## config.mk

```make
export PLATFORM = sky130hd
export DESIGN_NAME = nibble_serializer_flat
export DESIGN_NICKNAME = d
export VERILOG_FILES = /design/src/rtl/nibble_serializer_pkg.sv /design/src/rtl/nibble_serializer_if.sv /design/src/rtl/nibble_serializer_baud.sv /design/src/rtl/nibble_serializer.sv /design/src/flat_wrapper.sv
export SDC_FILE = /design/constraint.sdc
export NUM_CORES = 1
export LEC_CHECK = 0
export ABC_CLOCK_PERIOD_IN_PS = 1700
export CAP_MARGIN = 20
export CORE_MARGIN = 5
export CORE_UTILIZATION = 35
export CTS_CLUSTER_DIAMETER = 60
export CTS_CLUSTER_SIZE = 20
export DETAILED_ROUTE_END_ITERATION = 8
export GPL_TIMING_DRIVEN = 0
export PLACE_DENSITY_LB_ADDON = 0.2
export SYNTH_ARGS = -nofsm -noshare
export SYNTH_HDL_FRONTEND = slang
export SYNTH_SLANG_ARGS = --single-unit
```

## constraint.sdc

```tcl
create_clock -name clk -period 1.7 [get_ports clk]
set_clock_uncertainty 0.05 [all_clocks]
set_input_delay 0.34 -clock clk [delete_from_list [all_inputs] [get_ports clk]]
set_output_delay 0.34 -clock clk [all_outputs]
set_load 0.02 [all_outputs]
```

## src/rtl/nibble_serializer_pkg.sv

```systemverilog
// Shared types and helpers for the 4-bit UART-style serializer.
package nibble_serializer_pkg;

    typedef enum logic [2:0] {
        IDLE   = 3'd0,
        START  = 3'd1,
        DATA   = 3'd2,
        PARITY = 3'd3,
        STOP   = 3'd4
    } state_t;

    localparam int DATA_BITS = 4;

    function automatic logic even_parity(input logic [DATA_BITS-1:0] d);
        return ^d;
    endfunction

endpackage

```

## src/rtl/nibble_serializer_if.sv

```systemverilog
// Parallel-in handshake plus serial-out status bundle of the serializer.
interface nibble_serializer_if;
    import nibble_serializer_pkg::*;

    logic [DATA_BITS-1:0] in_data;
    logic                 in_valid;
    logic                 in_ready;
    logic                 serial_out;
    logic                 busy;
    logic                 done;

    modport slave (
        input  in_data, in_valid,
        output in_ready, serial_out, busy, done
    );

    modport master (
        output in_data, in_valid,
        input  in_ready, serial_out, busy, done
    );

endinterface

```

## src/rtl/nibble_serializer_baud.sv

```systemverilog
// Bit-period timer: counts 0..CLKS_PER_BIT-1 and flags the last and
// second-to-last cycle of each bit period.
module baud_tick_counter #(
    parameter int CLKS_PER_BIT = 4
) (
    input  logic clk,
    input  logic reset,
    input  logic clear,
    output logic tick,
    output logic pre_tick
);
    localparam int CW = (CLKS_PER_BIT > 1) ? $clog2(CLKS_PER_BIT) : 1;
    localparam logic [CW-1:0] LAST = CW'(CLKS_PER_BIT - 1);
    localparam logic [CW-1:0] PRE  = CW'((CLKS_PER_BIT > 1) ? CLKS_PER_BIT - 2 : 0);

    logic [CW-1:0] cnt_q, cnt_d;

    always_comb begin
        cnt_d = cnt_q + 1'b1;
        if (clear || cnt_q == LAST) cnt_d = '0;
    end

    always_ff @(posedge clk or negedge reset) begin
        if (!reset) cnt_q <= '0;
        else        cnt_q <= cnt_d;
    end

    assign tick = (cnt_q == LAST);
    // With one clock per bit there is no second-to-last cycle.
    assign pre_tick = (CLKS_PER_BIT > 1) && (cnt_q == PRE);

endmodule

```

## src/rtl/nibble_serializer.sv

```systemverilog
// Accepts a 4-bit word on a valid/ready handshake and sends it as
// start / 4 data / optional even parity / stop, each bit CLKS_PER_BIT cycles.
module nibble_serializer
    import nibble_serializer_pkg::*;
#(
    parameter int CLKS_PER_BIT = 4,
    parameter bit PARITY_EN    = 1'b1,
    parameter bit MSB_FIRST    = 1'b0
) (
    input  logic           clk,
    input  logic           reset,
    nibble_serializer_if.slave bus
);
    state_t               state_q, state_d;
    logic [1:0]           bit_q, bit_d;
    logic [DATA_BITS-1:0] shreg_q, shreg_d;
    logic                 parity_q, parity_d;
    logic                 serial_q, serial_d;
    logic                 busy_q, busy_d;
    logic                 done_q, done_d;
    logic                 tick, pre_tick;
    logic                 head;
    logic [DATA_BITS-1:0] shifted;

    baud_tick_counter #(.CLKS_PER_BIT(CLKS_PER_BIT)) u_baud (
        .clk      (clk),
        .reset    (reset),
        .clear    (state_q == IDLE),
        .tick     (tick),
        .pre_tick (pre_tick)
    );

    // The next data bit is always at the outgoing end of the shift register.
    assign head    = MSB_FIRST ? shreg_q[DATA_BITS-1] : shreg_q[0];
    assign shifted = MSB_FIRST ? {shreg_q[DATA_BITS-2:0], 1'b0}
                               : {1'b0, shreg_q[DATA_BITS-1:1]};

    always_comb begin
        state_d  = state_q;
        bit_d    = bit_q;
        shreg_d  = shreg_q;
        parity_d = parity_q;
        serial_d = serial_q;
        case (state_q)
            IDLE: begin
                serial_d = 1'b1;
                if (bus.in_valid) begin
                    state_d  = START;
                    shreg_d  = bus.in_data;
                    parity_d = even_parity(bus.in_data);
                    serial_d = 1'b0;
                end
            end
            START: if (tick) begin
                state_d  = DATA;
                bit_d    = 2'd0;
                serial_d = head;
                shreg_d  = shifted;
            end
            DATA: if (tick) begin
                if (bit_q == 2'd3) begin
                    bit_d = 2'd0;
                    if (PARITY_EN) begin
                        state_d  = PARITY;
                        serial_d = parity_q;
                    end else begin
                        state_d  = STOP;
                        serial_d = 1'b1;
                    end
                end else begin
                    bit_d    = bit_q + 2'd1;
                    serial_d = head;
                    shreg_d  = shifted;
                end
            end
            PARITY: if (tick) begin
                state_d  = STOP;
                serial_d = 1'b1;
            end
            STOP: if (tick) begin
                state_d  = IDLE;
                serial_d = 1'b1;
            end
            default: begin
                state_d  = IDLE;
                serial_d = 1'b1;
            end
        endcase
        busy_d = (state_d != IDLE);
        // done is registered, so it is raised on the edge into STOP's last cycle.
        done_d = (state_d == STOP) &&
                 ((CLKS_PER_BIT == 1) || (state_q == STOP && pre_tick));
    end

    always_ff @(posedge clk or negedge reset) begin
        if (!reset) begin
            state_q  <= IDLE;
            bit_q    <= 2'd0;
            shreg_q  <= '0;
            parity_q <= 1'b0;
            serial_q <= 1'b1;
            busy_q   <= 1'b0;
            done_q   <= 1'b0;
        end else begin
            state_q  <= state_d;
            bit_q    <= bit_d;
            shreg_q  <= shreg_d;
            parity_q <= parity_d;
            serial_q <= serial_d;
            busy_q   <= busy_d;
            done_q   <= done_d;
        end
    end

    assign bus.in_ready   = (state_q == IDLE);
    assign bus.serial_out = serial_q;
    assign bus.busy       = busy_q;
    assign bus.done       = done_q;

endmodule

```

## src/flat_wrapper.sv

```systemverilog
// flat-port wrapper written by rule: the top's interface ports become plain ports
module nibble_serializer_flat import nibble_serializer_pkg::*;
#(
    parameter int CLKS_PER_BIT = 4,
    parameter bit PARITY_EN    = 1'b1,
    parameter bit MSB_FIRST    = 1'b0
)
  (clk, reset, bus_in_data, bus_in_valid, bus_in_ready, bus_serial_out, bus_busy, bus_done);
  nibble_serializer_if bus_i ();
  input  logic clk;
  input  logic reset;
  input wire logic [$bits(bus_i.in_data)-1:0] bus_in_data;
  input wire logic [$bits(bus_i.in_valid)-1:0] bus_in_valid;
  output wire logic [$bits(bus_i.in_ready)-1:0] bus_in_ready;
  output wire logic [$bits(bus_i.serial_out)-1:0] bus_serial_out;
  output wire logic [$bits(bus_i.busy)-1:0] bus_busy;
  output wire logic [$bits(bus_i.done)-1:0] bus_done;
  assign bus_i.in_data = bus_in_data;
  assign bus_i.in_valid = bus_in_valid;
  assign bus_in_ready = bus_i.in_ready;
  assign bus_serial_out = bus_i.serial_out;
  assign bus_busy = bus_i.busy;
  assign bus_done = bus_i.done;
  nibble_serializer #(.CLKS_PER_BIT(CLKS_PER_BIT), .PARITY_EN(PARITY_EN), .MSB_FIRST(MSB_FIRST)) u_core (.clk(clk), .reset(reset), .bus(bus_i));
endmodule
```

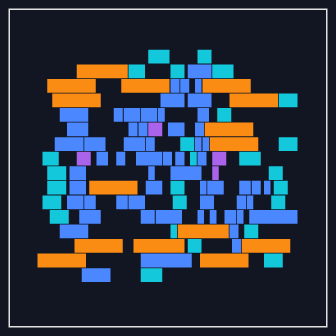
(placement by cell class)
class	colour	cells
clock drivers and dummy loads	purple	4
flops	orange	15
all other logic	blue	59
other buffers and delay cells	cyan	26

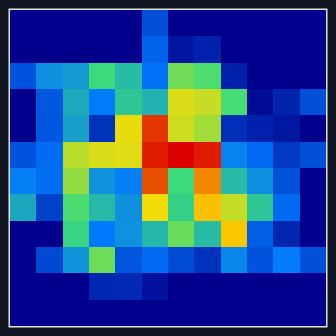
(routed metal per tile)
12 x 12 tiles, from dark blue (low) to red (high), scaled to the fullest tile. Values are wire area over tile area, all layers added.
fullest tile	0.33
densest ninth of the die	centre
emptiest ninth of the die	north-east
nearly empty tiles	37%
mean over tiles	0.077
tiles over half the peak	17%

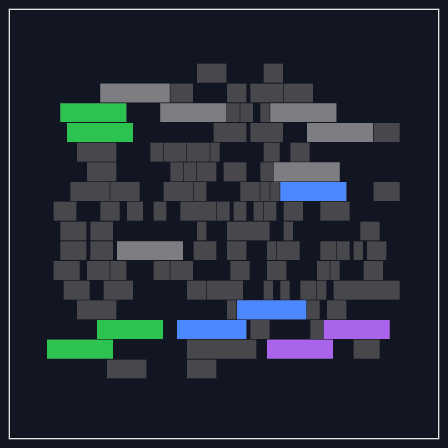
(where the registers sit)
Other sequential cells in the stronger grey, the rest of the logic in the fainter grey.
netlist name	colour	flops
u_core.shreg_q	green	4
u_core.state_q	blue	3
u_core.bit_q	purple	2
not coloured	6

==> results.txt <==
Flow results are below.

- Across every metal layer, demand over resource in global routing totals 11.4%.
- The max-capacitance violation count is 0, for reference.
- The critical path is of the reg2reg type.
- Once placement finished, the instance area stood at 977 µm².
- The main area contributors are sky130_fd_sc_hd__dfrtp_1, sky130_fd_sc_hd__mux2_2, sky130_fd_sc_hd__ha_1.
- The number of antenna violations at the first check in global routing is 0, for reference.
- The setup TNS is 0 ns, for reference.
- The area of all sequential standard cells is 379 µm², for reference.
- In the routed layout, each cell is associated on average with a via count of 4.98.
- The starting DRC count in detailed routing is 3, for reference.
- Cell internal power was estimated by the tool at 1230 µW.
- The combinational fraction of design power is 58.2%, for reference.
- STA lists the maximum fanout along the critical path as 4.
- The cell accounting for the most synthesized area is sky130_fd_sc_hd__dfrtp_1, for reference.
- Non-clock buffers in the final layout number 26.
- The finished layout holds 132 standard cells, fillers aside.
- The clock sink count is 15, for reference.
- The clock-pin slew on the worst setup and hold paths is 0.09 ns, for reference.
- The die is 59.1 µm wide.
- The area taken by multi-input logic gates is 482 µm², for reference.
- In the synthesized netlist, the cells that appear most often are sky130_fd_sc_hd__dfrtp_1, sky130_fd_sc_hd__nand2_1, sky130_fd_sc_hd__a21oi_1.
- The largest net degree at the start of global routing is 16, for reference.
- The design has 15 sequential cells.
- The delay of the slowest cell on the worst path is 0.42 ns, for reference.
- The synthesis-stage register bit count is 15, for reference.
- Summing the sequential cell areas from Yosys gives 44.7% of the chip area.
- The number of endpoints with negative hold slack in the final report is 0, for reference.
- The area of the die is 3490 µm², for reference.
- The run finished with clean final reports.
- Per the final report, the share of cell area in non-clock buffers is 19.4%.
- The worst setup path is captured at a flip-flop.
- The proportion of netlist area held by the largest area contributor is 41.6%, for reference.
- The number of clock buffers added by TritonCTS is 3.
- Per the layout report, the design carries 224 filler cells.
- The number of nets produced by synthesis is 90, for reference.
- Dividing the synthesized area by the synthesized cell count gives 10.7 µm².
- The number of global-route vias before repair is 640, for reference.
- The layout multi-input combinational cell count is 58, for reference.
- The share of total power in the clock network is 10.3%, for reference.
- The tap cell instance count is 28, for reference.
- The maximum clock path buffer count is 2, for reference.
- The number of enable flip-flop cells is 0, for reference.
- At the pin with the least slew margin, the transition time is 0.675 ns.
- The part of the cycle the worst path needs is 96.2%, for reference.
- The worst-case IR drop observed on VDD is 0.767 mV.
- The DRC violation total left in the routed layout is recorded as 0.
- The kind of start point of the critical path is a flip-flop, for reference.
- For reference, the placement row count at floorplan is 17.
- The die is 59.1 µm tall.
- The min-delay analysis places its worst path in the category in2reg.
- Port buffering added 10 buffers.
- The core region is 2250 µm².
- The most repeated cell in the gate-level netlist after synthesis is sky130_fd_sc_hd__dfrtp_1, for reference.
- Once the floorplan was initialized, standard cells occupied 37.3% of the core.
- Setup repair after global routing left no endpoint under its margin.
- The final design instance area without fill is 1150 µm², for reference.
- Looking at the clock tree report, the H-tree level count equals 1.
- Per the skew report, the later register of the worst-skew pair sees a clock latency of 0.28 ns.
- During synthesis, Yosys emitted a total of 0 warnings.
- The first global-routing pass estimated 3020 µm of wire.
- Of all the cell area in the finished design, the clock network holds 2.29%.
- The final estimated routing congestion in global placement is 0.729, for reference.
- Ranked by total area, the top cell class in this layout is multi-input combinational cells.
- The count of pins over their slew limit is 0, for reference.
- Per report_power, the sequential group accounts for 31.4% of the total.
- Per the synthesis report, the number of distinct cell types is 29.
- After technology mapping, the gate count stands at 79.
- Of the total standard cell area in the layout, the multi-input combinational portion is 41.9%.
- The worst-case setup margin in the final layout is 0.0642 ns, for reference.
- In this run the tools logged warnings totalling 29.
- The tree is rooted in a sky130_fd_sc_hd__clkbuf_4.
- The script computed the net switching share of total power as 37.5%.
- The arrival time of data at the critical path endpoint is 1.76 ns, for reference.
- The worst setup slack before clock tree synthesis is -0.394 ns, for reference.
- The number of antenna diodes in the final layout is 0.
- The total of endpoints with negative setup slack in the final report is 0, for reference.
- In the synthesized netlist the dominant register cell turns out to be sky130_fd_sc_hd__dfrtp_1.
- The number of vias after detailed routing is 658, for reference.
- The number of cells in Yosys stat is 79, for reference.
- The switching power is 737 µW, for reference.
- The share of layout cells above drive strength 1 is 30.8%, for reference.
- Pin placement for this block handled 11 I/O pins.
- The area of the mapped netlist is 842 µm², for reference.
worst paths after layout:
check	start	to	slack [ns]	depth (start not counted)
worst max-delay path	u_core.bit_q[1]	u_core.shreg_q[1]	0.06	5
worst min-delay path	bus_in_valid	u_core.parity_q	0.39	2
worst max register to register	u_core.bit_q[1]	u_core.shreg_q[1]	0.06	5
worst min register to register	u_core.shreg_q[1]	u_core.shreg_q[1]	0.48	1
max in group asynchronous	reset	u_core.state_q[2]	0.72	1
min in group asynchronous	reset	u_core.u_baud.cnt_q[0]	0.41	1
timing repair:
item | 4_1_cts | 5_1_grt
cloned | 0 | 0
pin swaps | 3 | 1
resized | 19 | 5
setup buffers | 8 | 3
endpoints found under the setup margin | 6 | 5
hold buffers | 0 | 0
hold endpoints to repair | 0 | 0
power by group through the flow:
stage	Sequential [µW]	Combinational, µW	Clock [µW]
2_1_floorplan	622	651	0
6_report	618	1140	203
3_3_place_gp	613	869	0
5_1_grt	635	1250	232
3_5_place_dp	622	879	0
4_1_cts	617	1090	213
metal layers:
layer	GRT usage (%)	share of wire, %
met5	0	0
met1	15.0	45
met3	5.01	6.1
met2	17.5	49
met4	1.94	0
flip-flops by register name, indices dropped and copies added, names as in the netlist:
signal / flops
u_core.shreg_q: 4
u_core.state_q: 3
u_core.bit_q: 2
u_core.u_baud.cnt_q: 2
u_core.bus.busy: 1
u_core.bus.done: 1
u_core.bus.serial_out: 1
u_core.parity_q: 1
per-stage QoR:
step           util, %  power (µW)
2_1_floorplan        -        1270
3_3_place_gp      43.3        1480
3_5_place_dp      43.3        1500
4_1_cts           49.4        1920
5_1_grt           50.9        2120
6_report          50.9        1970
cell usage in the layout (no fill, tap or decap), types with 2 or more instances in the layout:
master | netlist | layout
sky130_fd_sc_hd__dfrtp_1 | 14 | 12
sky130_fd_sc_hd__buf_4 | 0 | 10
sky130_fd_sc_hd__nand2_1 | 7 | 7
sky130_fd_sc_hd__clkdlybuf4s50_1 | 0 | 7
sky130_fd_sc_hd__a21oi_1 | 6 | 6
sky130_fd_sc_hd__buf_6 | 1 | 4
sky130_fd_sc_hd__clkbuf_4 | 0 | 4
sky130_fd_sc_hd__nor3_1 | 4 | 4
sky130_fd_sc_hd__o21ai_0 | 4 | 4
sky130_fd_sc_hd__xnor2_1 | 4 | 4
sky130_fd_sc_hd__mux2_4 | 0 | 4
sky130_fd_sc_hd__clkbuf_1 | 3 | 3
sky130_fd_sc_hd__nor2_1 | 4 | 3
sky130_fd_sc_hd__nor2b_1 | 3 | 3
sky130_fd_sc_hd__mux2_1 | 3 | 3
sky130_fd_sc_hd__ha_1 | 4 | 3
sky130_fd_sc_hd__nand3b_1 | 2 | 2
sky130_fd_sc_hd__dlygate4sd2_1 | 0 | 2
sky130_fd_sc_hd__dfrtp_2 | 0 | 2
cell families after synthesis:
kind of cell    count (synthesis)  share of synthesized area (%)
xor+xnor                        5                           5.20
mux                             8                           10.7
fa+ha+maj                       4                           5.94
compound gates                 14                           10.6
flops                          15                           44.7
simple gates                   27                           19.2
buf+inv                         6                           3.71
Power is estimated from default activity; no workload was simulated.
